===== src/rtl/instruction_fetch_unit.sv =====
// -----------------------------------------------------------------------------
// instruction_fetch_unit
//   Fetch stage sitting directly in front of a synchronous-read instruction
//   BRAM. Owns the PC, drives the BRAM word address, captures the read data one
//   cycle later and hands {pc, instr} to decode over a valid/ready handshake.
//   A 2-entry output buffer absorbs the 1-cycle read latency so decode can
//   stall without losing or duplicating instructions. Redirects restart fetch.
//
// Ports
//   clk, rst_n        clock, asynchronous active-low reset
//   imem_addr         BRAM word address ({2'b00, fetch_pc[31:2]})
//   imem_rdata        BRAM read data for the address sampled at the prior edge
//   out_valid/ready   handshake towards decode
//   out_pc/out_instr  byte PC and instruction word at the buffer head
//   redirect_valid    1-cycle pulse restarting fetch at redirect_pc
//   redirect_pc       redirect target (byte address, low two bits ignored)
//
// Optional feature macro: IF_PERF_CNT_EN
//   When defined, adds perf_fetched (fires) and perf_stall (cycles with
//   out_valid & !out_ready). Both 32-bit, wrap, reset only by rst_n.
// -----------------------------------------------------------------------------
module instruction_fetch_unit #(
    parameter logic [31:0] RESET_PC  = 32'h0000_0000,
    parameter int unsigned BUF_DEPTH = 2
) (
    input  logic        clk,
    input  logic        rst_n,
    output logic [31:0] imem_addr,
    input  logic [31:0] imem_rdata,
    output logic        out_valid,
    input  logic        out_ready,
    output logic [31:0] out_pc,
    output logic [31:0] out_instr,
    input  logic        redirect_valid,
`ifdef IF_PERF_CNT_EN
    input  logic [31:0] redirect_pc,
    output logic [31:0] perf_fetched,
    output logic [31:0] perf_stall
`else
    input  logic [31:0] redirect_pc
`endif
);

    localparam int unsigned WORD_W = 30;
    localparam int unsigned OCC_W  = 3;
    localparam logic [OCC_W-1:0] DEPTH_LIMIT = OCC_W'(BUF_DEPTH);

    // PCs are kept as word addresses; the byte-offset bits are always zero.
    logic [WORD_W-1:0] fetch_word_q, fetch_word_d;
    logic [WORD_W-1:0] req_word_q, req_word_d;
    logic              inflight_q, inflight_d;

    // Shift-style buffer: entry 0 is the head, entry 1 is behind it.
    logic              v0_q, v0_d, v1_q, v1_d;
    logic [WORD_W-1:0] b0_pc_q, b0_pc_d, b1_pc_q, b1_pc_d;
    logic [31:0]       b0_ins_q, b0_ins_d, b1_ins_q, b1_ins_d;

    logic              fire_c;
    logic              push_c;
    logic              issue_c;
    logic [OCC_W-1:0]  occ_c;
    logic              unused_low_bits_c;

    // Redirect target low bits are don't-care by definition.
    assign unused_low_bits_c = ^redirect_pc[1:0];

    assign fire_c = v0_q & out_ready;
    // Data returning this cycle is dropped if a redirect lands on this edge.
    assign push_c = inflight_q & ~redirect_valid;
    // Buffered + in-flight minus what leaves now must leave room for one more.
    assign occ_c  = OCC_W'(v0_q) + OCC_W'(v1_q) + OCC_W'(inflight_q) - OCC_W'(fire_c);
    assign issue_c = ~redirect_valid & (occ_c < DEPTH_LIMIT);

    // Next-state logic for PC, request tracking and output buffer.
    always_comb begin
        fetch_word_d = fetch_word_q;
        req_word_d   = req_word_q;
        inflight_d   = issue_c;
        v0_d         = v0_q;
        v1_d         = v1_q;
        b0_pc_d      = b0_pc_q;
        b0_ins_d     = b0_ins_q;
        b1_pc_d      = b1_pc_q;
        b1_ins_d     = b1_ins_q;

        if (issue_c) begin
            req_word_d   = fetch_word_q;
            fetch_word_d = fetch_word_q + WORD_W'(1);
        end

        if (redirect_valid) begin
            v0_d         = 1'b0;
            v1_d         = 1'b0;
            fetch_word_d = redirect_pc[31:2];
        end else if (fire_c) begin
            if (v1_q) begin
                b0_pc_d  = b1_pc_q;
                b0_ins_d = b1_ins_q;
                v0_d     = 1'b1;
                v1_d     = push_c;
                if (push_c) begin
                    b1_pc_d  = req_word_q;
                    b1_ins_d = imem_rdata;
                end
            end else begin
                v0_d = push_c;
                if (push_c) begin
                    b0_pc_d  = req_word_q;
                    b0_ins_d = imem_rdata;
                end
            end
        end else if (push_c) begin
            if (!v0_q) begin
                v0_d     = 1'b1;
                b0_pc_d  = req_word_q;
                b0_ins_d = imem_rdata;
            end else begin
                v1_d     = 1'b1;
                b1_pc_d  = req_word_q;
                b1_ins_d = imem_rdata;
            end
        end
    end

    // State registers.
    always_ff @(posedge clk or negedge rst_n) begin
        if (!rst_n) begin
            fetch_word_q <= RESET_PC[31:2];
            req_word_q   <= '0;
            inflight_q   <= 1'b0;
            v0_q         <= 1'b0;
            v1_q         <= 1'b0;
            b0_pc_q      <= '0;
            b0_ins_q     <= '0;
            b1_pc_q      <= '0;
            b1_ins_q     <= '0;
        end else begin
            fetch_word_q <= fetch_word_d;
            req_word_q   <= req_word_d;
            inflight_q   <= inflight_d;
            v0_q         <= v0_d;
            v1_q         <= v1_d;
            b0_pc_q      <= b0_pc_d;
            b0_ins_q     <= b0_ins_d;
            b1_pc_q      <= b1_pc_d;
            b1_ins_q     <= b1_ins_d;
        end
    end

    assign imem_addr = {2'b00, fetch_word_q};
    assign out_valid = v0_q;
    assign out_pc    = {b0_pc_q, 2'b00};
    assign out_instr = b0_ins_q;

`ifdef IF_PERF_CNT_EN
    logic [31:0] perf_fetched_q, perf_fetched_d;
    logic [31:0] perf_stall_q, perf_stall_d;

    // Performance counters run straight through redirects.
    always_comb begin
        perf_fetched_d = perf_fetched_q;
        perf_stall_d   = perf_stall_q;
        if (fire_c) begin
            perf_fetched_d = perf_fetched_q + 32'd1;
        end
        if (v0_q && !out_ready) begin
            perf_stall_d = perf_stall_q + 32'd1;
        end
    end

    always_ff @(posedge clk or negedge rst_n) begin
        if (!rst_n) begin
            perf_fetched_q <= '0;
            perf_stall_q   <= '0;
        end else begin
            perf_fetched_q <= perf_fetched_d;
            perf_stall_q   <= perf_stall_d;
        end
    end

    assign perf_fetched = perf_fetched_q;
    assign perf_stall   = perf_stall_q;
`endif

endmodule


===== config.mk =====
export PLATFORM = sky130hd
export DESIGN_NAME = instruction_fetch_unit
export DESIGN_NICKNAME = d
export VERILOG_FILES = /design/src/rtl/instruction_fetch_unit.sv
export SDC_FILE = /design/constraint.sdc
export NUM_CORES = 1
export LEC_CHECK = 0
export CAP_MARGIN = 20
export CELL_PAD_IN_SITES_DETAIL_PLACEMENT = 1
export CELL_PAD_IN_SITES_GLOBAL_PLACEMENT = 2
export CORE_MARGIN = 2
export CORE_UTILIZATION = 38
export CTS_BUF_LIST = sky130_fd_sc_hd__clkbuf_2
export DETAILED_ROUTE_END_ITERATION = 8
export PLACE_DENSITY = 0.95
export SYNTH_ARGS = -nofsm -noshare
export SYNTH_HDL_FRONTEND = slang
export SYNTH_SLANG_ARGS = --single-unit
export TNS_END_PERCENT = 20

===== constraint.sdc =====
create_clock -name clk -period 7.9 [get_ports clk]
set_input_delay 1.185 -clock clk [delete_from_list [all_inputs] [get_ports clk]]
set_output_delay 1.185 -clock clk [all_outputs]
set_load 0.05 [all_outputs]

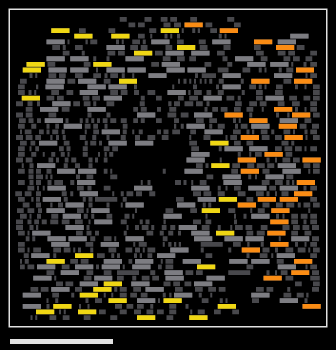
(run_1/flops_by_reg.png)
Bar = 50 um. Other sequential cells in the stronger grey, the rest of the logic in the fainter grey.
| colour | name in the netlist | placed flops |
|---|---|---|
| orange | out_instr | 32 |
| yellow | b0_pc_q | 30 |
not coloured: 125
share of the core filled with cells: 0.483
fraction of area in registers: 0.446
Storage cell area: 4680 sq um
P_seq: 0.00149 W

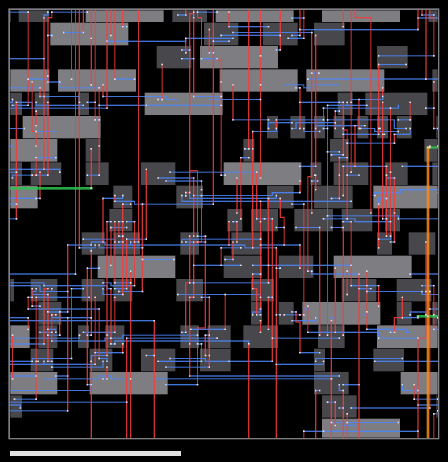
(run_1/detail.png)
Bar = 20 um. Window x 51 to 101, y 82 to 132 um. Cells in grey, sequential cells in the stronger grey; small squares are vias.
| colour | layer |
|---|---|
| green | metal 3 |
| orange | metal 4 |
| red | metal 2 |
| blue | metal 1 |
cells with their middle in the window: 93
sequential cells in the window: 21
most frequent: dfrtp_1 (21), mux2_2 (11)
netlist names of flops here include: b1_pc_q (5), fetch_word_q (5), req_word_q (5)

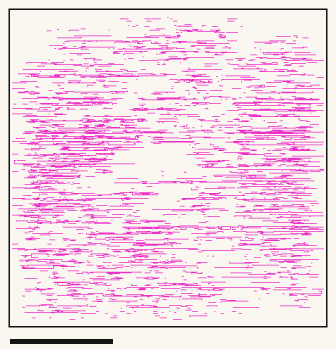
(run_1/layer_met1.png)
Bar = 50 um.
longest straight run: 40.0 um
wire length on this layer: 10100 um
nets with wire on the layer: 829
main direction: horizontal
share of all routed wire: 47%

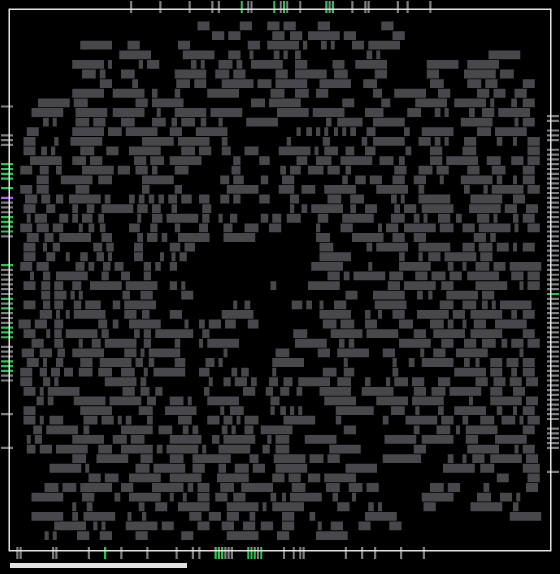
(run_1/io_placement.png)
Bar = 50 um. Pins as bars across the die edge, other pins in grey.
| colour | port | pins | direction | edge |
|---|---|---|---|---|
| purple | redirect_valid | 1 | input | left |
| green | imem_addr | 32 | output | 18 left, 8 bottom, 5 top, 1 right |
Port-buffer cells: 158
Die Wd: 153 um
die height: 153 um

run 1: report_power, final:
group	internal (W)	switching, W	leakage (nW)
sequential	0.00128	0.000210	2.15
combinational	0.000519	0.000802	2.32
clock	0.000214	0.000341	0.167
run 1: layout make-up:
cell class,instances,share of cell area
clock buffer,19,0.00906
sequential,187,0.446
antenna,1,0.000238
multi-input combinational,481,0.333
timing repair buffer,166,0.157
clock inverter,13,0.0180
inverter,8,0.00286
tap,280,0.0334
run 1: per-layer routing:
metal | GRT usage | vias up | wire, um
li1 | - | 2887 | -
met1 | 0.256 | 3157 | 10100
met2 | 0.304 | 145 | 10300
met3 | 0.0421 | 19 | 993
met4 | 0.0516 | 0 | 277
met5 | 0 | - | 0
run 1: metrics by stage:
| stage | cells | hold slack, ps | power (W) |
|---|---|---|---|
| finish | 1155 | 542 | 0.00336 |
| global route | 1155 | 541 | 0.00356 |
| CTS | 1153 | 520 | 0.00341 |
| detailed placement | 1121 | 493 | 0.00285 |
| global placement | 1121 | 485 | 0.00279 |
| floorplan | 725 | 479 | 0.00236 |
run 1: critical path: stages:
cell and delay, ps:
clkdlybuf4s50_1 500, and2_0 230, ha_1 260, inv_1 60, ha_1 230, a21oi_2 320
xnor2_1 220, nor2_4 820, mux2_2 430
run 1: registers in the layout (all words and copies together), names as in the netlist:
register,flops
b0_pc_q,30
req_word_q,30
b1_pc_q,30
v1_q,1
inflight_q,1
b1_ins_q,32
out_valid,1
out_instr,32
fetch_word_q,30
run 1: worst max path at each step:
stage / startpoint / to / slack, ps
floorplan: out_ready / fetch_word_q[28]$_DFFE_PN0P_ / 4520
global placement: out_ready / req_word_q[18]$_DFFE_PN0P_ / 3530
detailed placement: out_ready / req_word_q[12]$_DFFE_PN0P_ / 3410
CTS: out_ready / req_word_q[12]$_DFFE_PN0P_ / 4290
global route: out_ready / req_word_q[12]$_DFFE_PN0P_ / 4150
finish: out_ready / req_word_q[12]$_DFFE_PN0P_ / 4260
run 1: cells by family (layout without fill, tap and decap cells):
kind of cell    after synthesis  after routing  synth area share
buf+inv                      57            206            0.0321
flops                       187            187             0.557
compound gates              126            126            0.0878
xor+xnor                      3              3           0.00313
other cells                   1              5          0.000446
fa+ha+maj                     3              3           0.00446
mux                         159            159             0.203
simple gates                186            186             0.112
run 1: layout by cell type, fill, tap and decap left out, drive strengths merged, types with 3 or more instances in the layout:
cell type,instances
dfrtp,187
mux2,95
or3,11
nor2,83
nand3,14
o31ai,13
or4,17
nor3,3
inv,11
nor3b,5
nand4,10
o21ai,12
clkdlybuf4s50,157
bufinv,4
conb,4
ha,3
clkinv,5
mux2i,64
a21oi,70
a31oi,16
a221oi,4
nand2,21
o211ai,4
nand4b,4
buf,8
nor2b,6
clkbuf,20
==> results.py, run 1 <==
# Generated from Yosys and OpenROAD reports
metrics = {
    "synthesis": {
        "largest_area_cell": "dfrtp_1",
        "common_cells": "187 x dfrtp_1, 95 x mux2_2, 83 x nor2_1",
        "edf_count": 0,
        "ys_types": 49,
        "flop_cell": "dfrtp_1",
        "async_flop_share": 1.00,
        "most_common_cell": "dfrtp_1",
    },
    "timing": {
        "fmax_mhz": 275,
        "setup_slack_ps": 4260,
        "finalCriticalPeriod_ps": 3640,
        "grt_setup_unrepaired": "no",
        "fin_skew_ps": 38.5,
    },
    "clock_tree": {
        "root_buffer": "clkbuf_2",
        "htree_levels": 4,
        "cts.clk_slew.worst_paths_ps": 250,
        "clk_latency_ps": 750,
    },
    "final_layout": {
        "nets": 932,
    },
    "route": {
        "drt_iter0_drc": 254,
        "drc": 0,
        "dr.pass1.iters": 4,
    },
    "setup_path": {
        "start_kind": "primary input",
        "reg2reg_from": "out_valid$_DFFE_PN0P_",
        "r2r_slack_ps": 4570,
    },
    "outcome": {
        "status": "finished clean",
    },
    "worst_hold_path": {
        "hold_path_depth": 1,
    },
    "grt": {
        "antenna_found_initial": 2,
        "grtUsageTotal": 0.188,
    },
    "die": {
        "fp_util": 0.386,
        "io_pins": 165,
    },
}
==> run_1/clocks.png <==
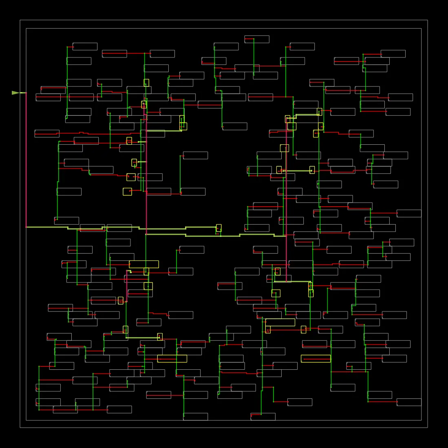

==> run 2: changes to the inputs <==
- CORE_UTILIZATION: 38 -> 35
- PLACE_DENSITY: 0.95 -> 0.89
- clock period: 7.9 -> 3.61 ns (I/O delays scaled with it)
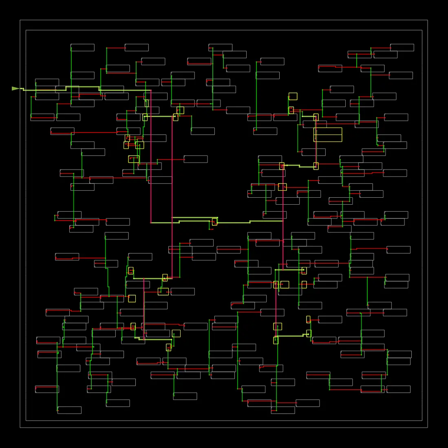
(run_2/clocks.png)
number of clock buffers in the layout: 17
clk ins delay skew pair: 770 ps
clk pwr: 0.00112 W
clock sinks: 187
Flops: 187

==> results.py, run 2 <==
# Generated from Yosys and OpenROAD reports
metrics = {
    "clock_tree": {
        "cts.clk_slew.worst_paths_ps": 300,
        "htree_levels": 4,
    },
    "final_layout": {
        "lay_top_count": "dfrtp_1",
        "nets": 941,
        "register_area_sq_um": 4680,
        "final_cell_mix": "187 x dfrtp_1, 157 x clkdlybuf4s50_1, 95 x mux2_2, 82 x nor2_1, 69 x a21oi_1",
        "fin_util": 0.453,
    },
    "grt": {
        "grtUsageTotal": 0.174,
        "antenna_found_initial": 2,
    },
    "outcome": {
        "status": "finished clean",
    },
    "timing": {
        "grt_setup_unrepaired": "no",
        "fmax_mhz": 335,
    },
    "setup_path": {
        "crit_path_frequent_cell": "ha_1",
        "cp_slowest_stage_delay_ps": 680,
        "start_kind": "flop",
        "critPathSlowestCell": "or4b_2",
        "crit_family": "simple AND/OR/NAND/NOR gates",
    },
    "die": {
        "die_h_um": 159,
        "fp_util": 0.357,
        "die_w_um": 159,
        "io_pins": 165,
    },
    "route": {
        "dr.pass1.iters": 4,
        "drt_iter0_drc": 254,
    },
    "synthesis": {
        "async_flop_share": 1.00,
        "largest_area_cell": "dfrtp_1",
        "ys_types": 49,
    },
    "placement": {
        "place_inst": 1169,
    },
}
==> run 2: cell counts after synthesis <==
No cell type changed its count.
==> run 2: where the power goes <==
| group | internal [W] | leakage, nW | switching [W] |
|---|---|---|---|
| clock network | 0.000334 | 0.145 | 0.000783 |
| logic | 0.00116 | 2.39 | 0.00175 |
| registers | 0.00280 | 2.15 | 0.000444 |
==> run 2: kinds of logic after synthesis <==
group	count (synthesis)	synth area share
AND-OR/OR-AND	126	0.0878
XOR/XNOR	3	0.00313
adder cells (fa/ha/maj)	3	0.00446
buffers and inverters	57	0.0321
flip-flops	187	0.557
multiplexers	159	0.203
other	1	0.000446
AND/OR/NAND/NOR	186	0.112
==> run 2: final timing paths <==
kind                                           endpoint  slack, ps  cells after the start
hold / removal             fetch_word_q[19]$_DFFE_PN0P_        280                      3
min in group asynchronous      out_instr[9]$_DFFE_PN0P_        340                      2
hold reg to reg                 b1_pc_q[10]$_DFFE_PN0P_        540                      1
max in group asynchronous   fetch_word_q[9]$_DFFE_PN0P_       2420                      3
setup / recovery            fetch_word_q[8]$_DFFE_PN0P_        620                      8
setup reg to reg            fetch_word_q[8]$_DFFE_PN0P_        620                      8
==> run 2: worst register-to-register path, stage by stage (launching register included) <==
cell,delay (ps)
dfrtp_1,550
and2_0,270
ha_1,290
inv_1,40
ha_1,270
a21oi_2,170
mux2_2,550
or4b_2,680
nand3_1,110
==> run 2: final cells by class <==
class | count | area share
diodes | 1 | 0.000235
clock buffers | 17 | 0.00798
clock inverters | 15 | 0.0153
inverters | 8 | 0.00282
multi-input cells | 481 | 0.328
flip-flops and latches | 187 | 0.439
well taps | 319 | 0.0374
repair buffers | 175 | 0.169
==> run 2: metal layers <==
layer | routed length [um] | track usage | share of wire
met1 | 9970 | 0.237 | 0.47
met2 | 10000 | 0.282 | 0.47
met3 | 1030 | 0.0419 | 0.048
met4 | 232 | 0.0446 | 0.011
met5 | 16 | 0 | 0.00075
==> run 2: through the flow <==
stage	setup WS [ps]	hold slack, ps
floorplan	675	246
global placement	248	485
CTS	574	185
finish	625	278
detailed placement	186	493
global route	493	216
==> run 2: timing repair <==
action                    4_1_cts  5_1_grt
hold endpoints to repair       77        0
hold buffers                    1        0
gates resized                   0        0
==> run_2/layer_met1.png <==
Bar = 50 um.
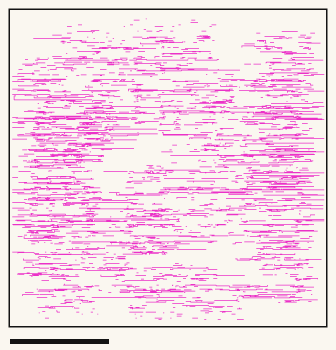

==> run 3: changes to the inputs <==
- CORE_UTILIZATION: 35 -> 32
- PLACE_DENSITY: 0.89 -> 0.86
- clock period: 3.61 -> 2.4 ns (I/O delays scaled with it)
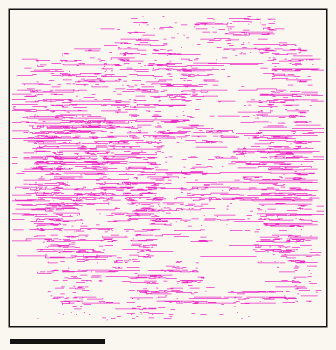
(run_3/layer_met1.png)
Bar = 50 um.
nets with wire on the layer: 871
wire length on this layer: 10400 um
longest straight run: 48.3 um
share of all routed wire: 46%

==> results.py, run 3 <==
# Generated from Yosys and OpenROAD reports
metrics = {
    "die": {
        "fp_util": 0.324,
        "io_pins": 165,
        "die_w_um": 166,
        "die_h_um": 166,
    },
    "route": {
        "drt_iter0_drc": 291,
        "drc": 0,
    },
    "clock_tree": {
        "clk_latency_ps": 750,
        "clock_sinks": 187,
        "cts.clk_slew.worst_paths_ps": 270,
    },
    "synthesis": {
        "aoi_share": 0.0878,
        "yosys.area_share.simple": 0.112,
        "edf_count": 0,
        "async_flop_share": 1.00,
        "topCombFamilyByArea": "multiplexers",
        "largest_area_cell": "dfrtp_1",
        "most_common_cell": "dfrtp_1",
    },
    "timing": {
        "fin_skew_ps": 41.1,
        "finalCriticalPeriod_ps": 2470,
        "finalSetupViolCount": 7,
        "setup_slack_ps": -66.5,
        "fmax_mhz": 405,
    },
    "placement": {
        "numPortBuffers": 158,
    },
    "final_layout": {
        "nets": 984,
        "final_cell_mix": "186 x dfrtp_1, 94 x mux2_2, 83 x dlygate4sd2_1, 82 x nor2_1, 69 x a21oi_1",
    },
    "outcome": {
        "violations": "setup timing",
        "status": "finished, violations left",
    },
}
[run 3: netlist changes by cell type in the layout (fill, tap and decap cells not counted), sizes merged]
cell / before / now
clkbuf: 18 / 23
clkinv: 5 / 3
buf: 16 / 57
dlygate4sd3: 1 / 3
dlygate4sd2: 0 / 83
clkdlybuf4s15: 0 / 5
clkdlybuf4s50: 157 / 64
clkinvlp: 2 / 3
inv: 14 / 15
[run 3: logic make-up (layout without fill, tap and decap cells)]
group,Yosys count,after routing
AND/OR/NAND/NOR,186,186
AND-OR/OR-AND,126,126
flip-flops,187,187
multiplexers,159,159
adder cells (fa/ha/maj),3,3
buffers and inverters,57,258
other,1,5
XOR/XNOR,3,3
[run 3: cell type report]
| type | instances | area [sq um] | share of cell area |
|---|---|---|---|
| flip-flops and latches | 187 | 4680 | 0.426 |
| multi-input cells | 481 | 3560 | 0.324 |
| repair buffers | 218 | 2030 | 0.185 |
| well taps | 335 | 419 | 0.0381 |
| clock inverters | 15 | 178 | 0.0162 |
| clock buffers | 17 | 85.1 | 0.00774 |
| inverters | 8 | 30.0 | 0.00273 |
| diodes | 1 | 2.50 | 0.000228 |
[run 3: final timing paths]
check / startpoint / slack (ps) / end / depth (start not counted)
max in group asynchronous: rst_n / 790 / b1_ins_q[6]$_DFFE_PN0P_ / 4
min reg2reg: req_word_q[23]$_DFFE_PN0P_ / 540 / b1_pc_q[23]$_DFFE_PN0P_ / 1
min: redirect_pc[21] / 160 / fetch_word_q[19]$_DFFE_PN0P_ / 3
max: out_valid$_DFFE_PN0P_ / -70 / fetch_word_q[24]$_DFFE_PN0P_ / 8
min in group asynchronous: rst_n / 650 / out_instr[6]$_DFFE_PN0P_ / 3
max reg2reg: out_valid$_DFFE_PN0P_ / -70 / fetch_word_q[24]$_DFFE_PN0P_ / 8
[run 3: routing by layer]
layer | track usage | up-vias | part of all wire
li1 | - | 2976 | -
met1 | 0.229 | 3188 | 0.46
met2 | 0.277 | 151 | 0.49
met3 | 0.0353 | 10 | 0.044
met4 | 0.0393 | 0 | 0.0072
met5 | 0 | - | 0
[run 3: metrics by stage]
step                utilization  TNS, ps  instance area, sq um
detailed placement        0.417   -19110                 10800
CTS                       0.425     -360                 11000
global route              0.424    -1260                 11000
finish                    0.424     -234                 11000
global placement          0.417   -16790                 10800
floorplan                     -    -1990                  8490
[run 3: critical path: stages (launching register included)]
cell	delay (ps)
dfrtp_2	460
and2_4	160
ha_4	260
inv_2	40
ha_4	210
a21oi_4	190
mux2_4	430
or4_1	500
a31oi_1	180
[run 3: timing repair]
| item | CTS | global route |
|---|---|---|
| resized | 96 | 15 |
| hold endpoints to repair | 187 | 0 |
| hold buffers | 3 | 0 |
| pin swaps | 3 | 1 |
| setup endpoints to repair | 102 | 38 |
[run 3: where the power goes]
part / switching (W) / internal [W] / total, W
logic: 0.00274 / 0.00155 / 0.00428
clock network: 0.00120 / 0.000520 / 0.00172
registers: 0.000619 / 0.00421 / 0.00483
total: 0.00456 / 0.00627 / 0.0108
Power and IR drop assume default switching activity.
